## config.mk

```make
export PLATFORM = sky130hd
export DESIGN_NAME = ooo_responder
export DESIGN_NICKNAME = d
export VERILOG_FILES = /design/src/rtl/ooo_responder_pkg.sv /design/src/rtl/ooo_responder_lfsr16.sv /design/src/rtl/ooo_responder.sv
export SDC_FILE = /design/constraint.sdc
export NUM_CORES = 1
export LEC_CHECK = 0
export CAP_MARGIN = 25
export CORE_MARGIN = 1.5
export CORE_UTILIZATION = 30
export CTS_BUF_LIST = sky130_fd_sc_hd__clkbuf_4 sky130_fd_sc_hd__clkbuf_8 sky130_fd_sc_hd__clkbuf_16
export DETAILED_ROUTE_END_ITERATION = 8
export PLACE_DENSITY = 0.53
export SLEW_MARGIN = 25
export SYNTH_ARGS = -nofsm -noshare
export SYNTH_HDL_FRONTEND = slang
export SYNTH_SLANG_ARGS = --single-unit
```

## constraint.sdc

```tcl
create_clock -name clk -period 4.1 [get_ports clk]
set_input_delay 1.23 -clock clk [delete_from_list [all_inputs] [get_ports clk]]
set_output_delay 1.23 -clock clk [all_outputs]
set_load 0.01 [all_outputs]
```

## src/rtl/ooo_responder_pkg.sv

```systemverilog
// Shared constants and helpers for the out-of-order responder and its LFSR.
package ooo_responder_pkg;

    // Galois feedback taps for the 16-bit maximal-length LFSR
    localparam logic [15:0] LFSR_TAPS = 16'hB400;

    // Slot record layout (LSB first): busy, tag, data, cnt
    localparam int SLOT_BUSY_OFF = 0;
    localparam int SLOT_TAG_OFF  = 1;

    function automatic int slot_data_off(input int tw);
        return SLOT_TAG_OFF + tw;
    endfunction

    function automatic int slot_cnt_off(input int tw, input int w);
        return SLOT_TAG_OFF + tw + w;
    endfunction

    // Tag width includes the phase bit of the downstream queue index
    function automatic int tag_width(input int depth);
        return $clog2(depth - 1) + 1;
    endfunction

    // One Galois shift: shift right, xor taps when the bit shifted out is 1
    function automatic logic [15:0] lfsr16_step(input logic [15:0] s);
        return {1'b0, s[15:1]} ^ (s[0] ? LFSR_TAPS : 16'h0000);
    endfunction

endpackage

```

## src/rtl/ooo_responder_lfsr16.sv

```systemverilog
// 16-bit Galois LFSR with a reset seed; reusable by other traffic generators.
module lfsr16
    import ooo_responder_pkg::*;
#(
    parameter logic [15:0] SEED = 16'hACE1
) (
    input  logic        clk,
    input  logic        rst_n,
    input  logic        en,
    output logic [15:0] state
);

    logic [15:0] lfsr_q;
    logic [15:0] lfsr_d;

    // Advance one step when enabled
    always_comb begin
        lfsr_d = en ? lfsr16_step(lfsr_q) : lfsr_q;
    end

    // State register, seeded on reset
    always_ff @(posedge clk or negedge rst_n) begin
        if (!rst_n) lfsr_q <= SEED;
        else        lfsr_q <= lfsr_d;
    end

    assign state = lfsr_q;

endmodule

```

## src/rtl/ooo_responder.sv

```systemverilog
// Holds tagged requests in slots for a per-request latency and emits them as
// out-of-order writes (tag stamped into the payload) for a reorder queue.
module ooo_responder
    import ooo_responder_pkg::*;
#(
    parameter int          WIDTH            = 64,
    parameter int          DEPTH            = 64,
    parameter int          D_INDEX_LOCATION = 0,
    parameter int          SLOTS            = 8,
    parameter int          LAT_WIDTH        = 4,
    parameter int          MIN_LAT          = 1,
    parameter logic [15:0] LFSR_SEED        = 16'hACE1,
    localparam int         TW               = tag_width(DEPTH),
    localparam int         OW               = $clog2(SLOTS) + 1
) (
    input  logic                 clk,
    input  logic                 rst_n,
    input  logic                 req_valid,
    output logic                 req_ready,
    input  logic [TW-1:0]        req_tag,
    input  logic [WIDTH-1:0]     req_data,
    input  logic                 fixed_lat_en,
    input  logic [LAT_WIDTH-1:0] fixed_lat,
    output logic                 rsp_wr_en,
    output logic [WIDTH-1:0]     rsp_d,
    output logic [OW-1:0]        occupancy,
    output logic                 busy
);

    localparam int IW       = (SLOTS > 1) ? $clog2(SLOTS) : 1;
    localparam int BUSY_B   = SLOT_BUSY_OFF;
    localparam int TAG_LSB  = SLOT_TAG_OFF;
    localparam int DATA_LSB = slot_data_off(TW);
    localparam int CNT_LSB  = slot_cnt_off(TW, WIDTH);
    localparam int SW       = CNT_LSB + LAT_WIDTH;

    logic [SW-1:0]        slot_q [SLOTS];
    logic [SW-1:0]        slot_d [SLOTS];
    logic                 rsp_wr_en_q, rsp_wr_en_d;
    logic [WIDTH-1:0]     rsp_d_q, rsp_d_d;
    logic [OW-1:0]        occ_q, occ_d;

    logic                 free_found, iss_found, accept;
    logic [IW-1:0]        free_idx, iss_idx;
    logic [LAT_WIDTH-1:0] lat_raw, lat_floor, lat;
    logic [15:0]          lfsr_state;
    logic                 unused_lfsr_hi;

    lfsr16 #(.SEED(LFSR_SEED)) u_lfsr (
        .clk   (clk),
        .rst_n (rst_n),
        .en    (1'b1),
        .state (lfsr_state)
    );

    // Only the low LAT_WIDTH bits feed the latency
    assign unused_lfsr_hi = ^lfsr_state[15:LAT_WIDTH];

    // Lowest-index free slot and lowest-index eligible (cnt==0) slot,
    // both from registered state so a slot freed this edge is not reused
    always_comb begin
        free_found = 1'b0;
        free_idx   = '0;
        iss_found  = 1'b0;
        iss_idx    = '0;
        for (int i = SLOTS - 1; i >= 0; i--) begin
            if (!slot_q[i][BUSY_B]) begin
                free_found = 1'b1;
                free_idx   = IW'(i);
            end
            if (slot_q[i][BUSY_B] && (slot_q[i][CNT_LSB +: LAT_WIDTH] == '0)) begin
                iss_found = 1'b1;
                iss_idx   = IW'(i);
            end
        end
    end

    assign req_ready = free_found;
    assign accept    = req_valid && free_found;

    // Latency for an incoming request: fixed value floored at 1, or LFSR floored at MIN_LAT
    always_comb begin
        lat_raw   = fixed_lat_en ? fixed_lat : lfsr_state[LAT_WIDTH-1:0];
        lat_floor = fixed_lat_en ? LAT_WIDTH'(1) : LAT_WIDTH'(MIN_LAT);
        lat       = (lat_raw < lat_floor) ? lat_floor : lat_raw;
    end

    // Next slot state: countdown, issue of one eligible slot, accept into a free slot
    always_comb begin
        rsp_wr_en_d = 1'b0;
        rsp_d_d     = rsp_d_q;
        for (int i = 0; i < SLOTS; i++) begin
            slot_d[i] = slot_q[i];
            if (slot_q[i][BUSY_B] && (slot_q[i][CNT_LSB +: LAT_WIDTH] != '0)) begin
                slot_d[i][CNT_LSB +: LAT_WIDTH] = slot_q[i][CNT_LSB +: LAT_WIDTH] - LAT_WIDTH'(1);
            end
        end
        if (iss_found) begin
            rsp_wr_en_d = 1'b1;
            rsp_d_d     = slot_q[iss_idx][DATA_LSB +: WIDTH];
            rsp_d_d[D_INDEX_LOCATION +: TW] = slot_q[iss_idx][TAG_LSB +: TW];
            slot_d[iss_idx][BUSY_B] = 1'b0;
        end
        // accept targets a free slot, so it never collides with the issuing slot
        if (accept) begin
            slot_d[free_idx] = {lat, req_data, req_tag, 1'b1};
        end
        occ_d = occ_q + OW'(accept) - OW'(iss_found);
    end

    // State registers
    always_ff @(posedge clk or negedge rst_n) begin
        if (!rst_n) begin
            for (int i = 0; i < SLOTS; i++) slot_q[i] <= '0;
            rsp_wr_en_q <= 1'b0;
            rsp_d_q     <= '0;
            occ_q       <= '0;
        end else begin
            for (int i = 0; i < SLOTS; i++) slot_q[i] <= slot_d[i];
            rsp_wr_en_q <= rsp_wr_en_d;
            rsp_d_q     <= rsp_d_d;
            occ_q       <= occ_d;
        end
    end

    assign rsp_wr_en = rsp_wr_en_q;
    assign rsp_d     = rsp_d_q;
    assign occupancy = occ_q;
    assign busy      = (occ_q != '0);

endmodule
```

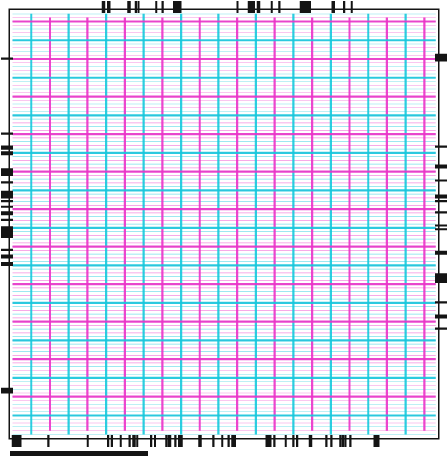
power_grid.png
Scale bar: 100 um. Pins as bars on the die edge.
[magenta] VDD
[cyan] VSS
met4 straps: 22
signal pins: 150
met5 straps: 22

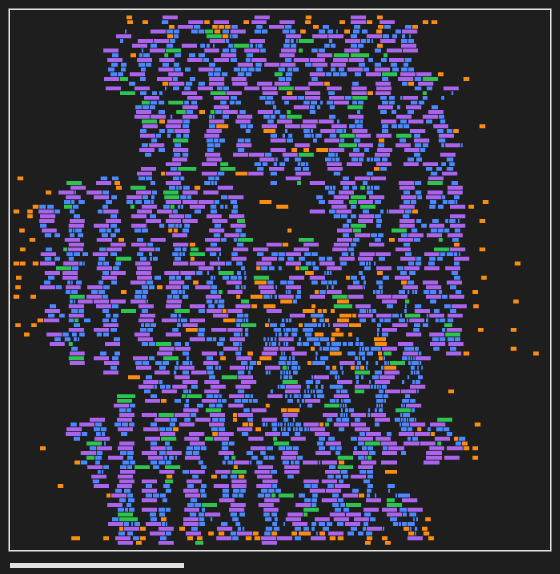
placement_by_type.png
Scale bar: 100 um.
[blue] combinational and other logic | cells: 1313 | share of their area: 36%
[orange] other buffers and delay cells | cells: 213 | share of their area: 7.1%
[green] clock drivers and dummy loads | cells: 125 | share of their area: 7.6%
[purple] flops | cells: 637 | share of their area: 49%

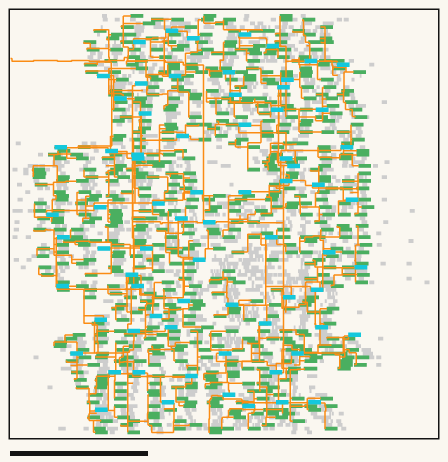
clk_routes.png
Scale bar: 100 um.
[green] flip-flops | count: 637
[orange] clock wires | length: 8720 um
[cyan] clock drivers | count: 71
routed clock nets: 72

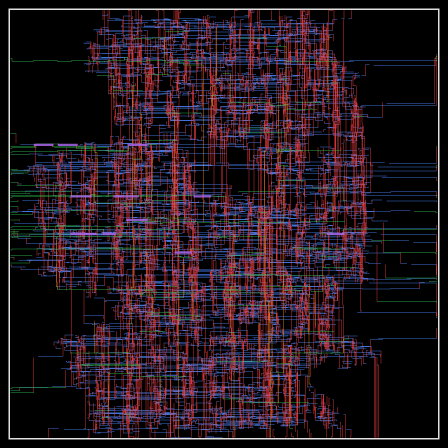
wires.png
[purple] metal 5 | wire length: 142 um
[green] metal 3 | wire length: 3740 um
[orange] metal 4 | wire length: 2130 um
[blue] metal 1 | wire length: 35.1 mm
[red] metal 2 | wire length: 37.3 mm

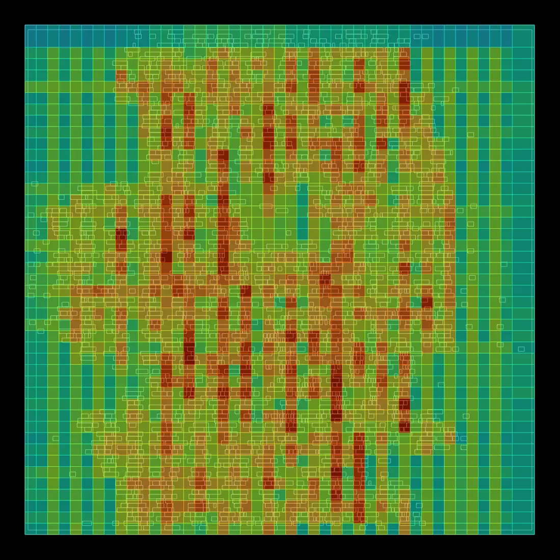
congestion.png
wire per inst: 22.1 um
met2 demand-to-capacity share in global routing: 26.8%
GR Layer Usage met1: 21.6%
combined global-route utilization of all metal layers: 16.4%

-- final cells by class --
| class | instances | share of cell area (%) |
|---|---|---|
| sequential | 637 | 46.6 |
| multi-input combinational | 1285 | 34.4 |
| timing repair buffer | 213 | 6.76 |
| clock buffer | 115 | 6.61 |
| tap | 1254 | 4.59 |
| clock inverter | 10 | 0.670 |
| inverter | 28 | 0.307 |
| antenna | 1 | 0.00732 |
-- worst max-delay path: stages, from the launching register on --
cell and delay (ns):
dfrtp_1 0.56, nand4_1 0.13, or3_1 0.43, clkdlybuf4s50_1 0.52
-- flip-flops by register name (all words and copies together) (netlist names) --
signal	cells
occupancy	4
rsp_d	64
rsp_wr_en	1
slot_q	552
u_lfsr.state	16
==> notes.md <==
Flow results.

- The final timing report gives a worst setup slack of 0.615 ns.
- The clock transition at the registers of the reported paths is 0.06 ns.
- The power report attributes to the clock group a share of roughly 22%.
- Ranked by total cell area, the synthesized netlist is headed by dfrtp_1 (56%), mux2_2 (20%), mux2i_1 (7.4%).
- Per the breakdown, switching nets consume 35.1% of all power.
- The arrival time of data at the worst endpoint is listed as 2.25 ns.
- The type of origin of the critical path is a flip-flop.
- The buffer depth of the longest clock path is 3.
- In the global route stage, met3 resource usage came out at approximately 3.3%.
- The number of setup violations in the final report is 0.
- The launch point of the worst path is slot_q[532].
- Setup repair after global routing left no endpoint under its margin.
- After global routing the overflow that remains totals 0.
- Across the whole layout, storage elements account for 16000 um2.
- The flip-flop cell with the highest count after synthesis is dfrtp_1.
- The leakage power in the latest report is 15.5 nW.
- The share of the core filled with cells is 36.6%.
- The startpoint identified for the worst register-to-register timing path is slot_q[528].
- Averaged over all synthesized cells, the footprint is 13.6 um2.
- The die extent in x is between 300 and 400 um.
- The via count of the first global-routing pass is 18911.
- Yosys instantiated no cell more often than dfrtp_1.
- The final hold violation count is 0.
- According to the timing report, the critical path is captured at req_ready.
- Across all stage logs, warnings added up to 40.
- The reg2reg setup slack is around 0.86 ns.
- In this run, the synthesized area fraction spent on adder and majority cells is recorded as 0.866%.
- Once layout is complete, the cells apart from fillers number 3543.
- Logic depth along the worst register-to-register path is recorded as 10.
- The part of the total power dissipated in sequential elements is 35.9%.
- The tightest min-delay check is of the flip-flop to flip-flop type.
- Summing the areas of all xor and xnor instances in the mapped netlist gives 0.804% of the synthesized area.
- Before any placement, the netlist area is recorded as between 20000 and 30000 um2.
- The number of library cell types mapped by synthesis is 55.
- The worst setup path is captured at an output pin.
- Entering global routing, the biggest net connects 106 pins.
- The flow ran to the end, and the final reports show no timing, DRC or antenna violations.
- The number of cells on the worst hold path is 0.
- The power per cell area is 891 nW/um2.
- Before placement the cells fill 30.3% of the core.
- For this design, Yosys synthesis ends with a cell count of 2089.
- Once placement finished, the instance area stood at between 30000 and 40000 um2.
- The share of the cycle needed by the critical path after routing is 85.0%.
- The summed area of non-filler cells in the final layout is ~34000 um2.
- The dominant cell type by area after synthesis is dfrtp_1.
- The later-pin clock latency in the skew report is roughly 0.62 ns.
- The layout-stage area growth over the synthesis result is 20.7%.
- The final timing report lists clock skew as 0.0282 ns.
- The switching power summed over all nets is 0.0107 W.
- The largest voltage drop on the vdd net is ~0.00079 V.
- The cell row count is 112.
- The most critical hold endpoint after final layout shows a slack of 0.355 ns.
- By area, the combinational part of the netlist is dominated by multiplexers.
- The internal portion of the total power is 0.0198 W.
- The endpoint of the most critical register-to-register path is occupancy[2].
- Nets still carrying antenna violations after routing amount to 0.
- The die covers a little under 100000 um2.
- The report shows a maximum critical-path fanout of 11.
- Ranking logic cells in the layout by count gives the top entries dfrtp_1 (629), mux2_2 (514), mux2i_1 (208).
- In the final layout, the share of cells above drive strength 1 is about 33%.
- The wire length the detailed router placed on met1 is 35100 um.
- The fraction of power consumed by combinational cells is 42.0%.
- The initial antenna violation count is 13.
- In this run, placement finished with an instance count of 3417.
- Summed over all nets, the half-perimeter wirelength after detailed placement is 47000 um.
- The sequential power is 0.0110 W.
- The total setup buffers inserted after CTS is 0.
- The synthesized design contains about 640 register bits.
- When the netlist entered floorplanning its net count stood at roughly 2200.
- In the Yosys report, the sequential cells make up 56.3% of the chip area.
- The remaining design rule violation count is 0.
- The H-tree was split into 3 levels.
Power and IR drop assume default switching activity.
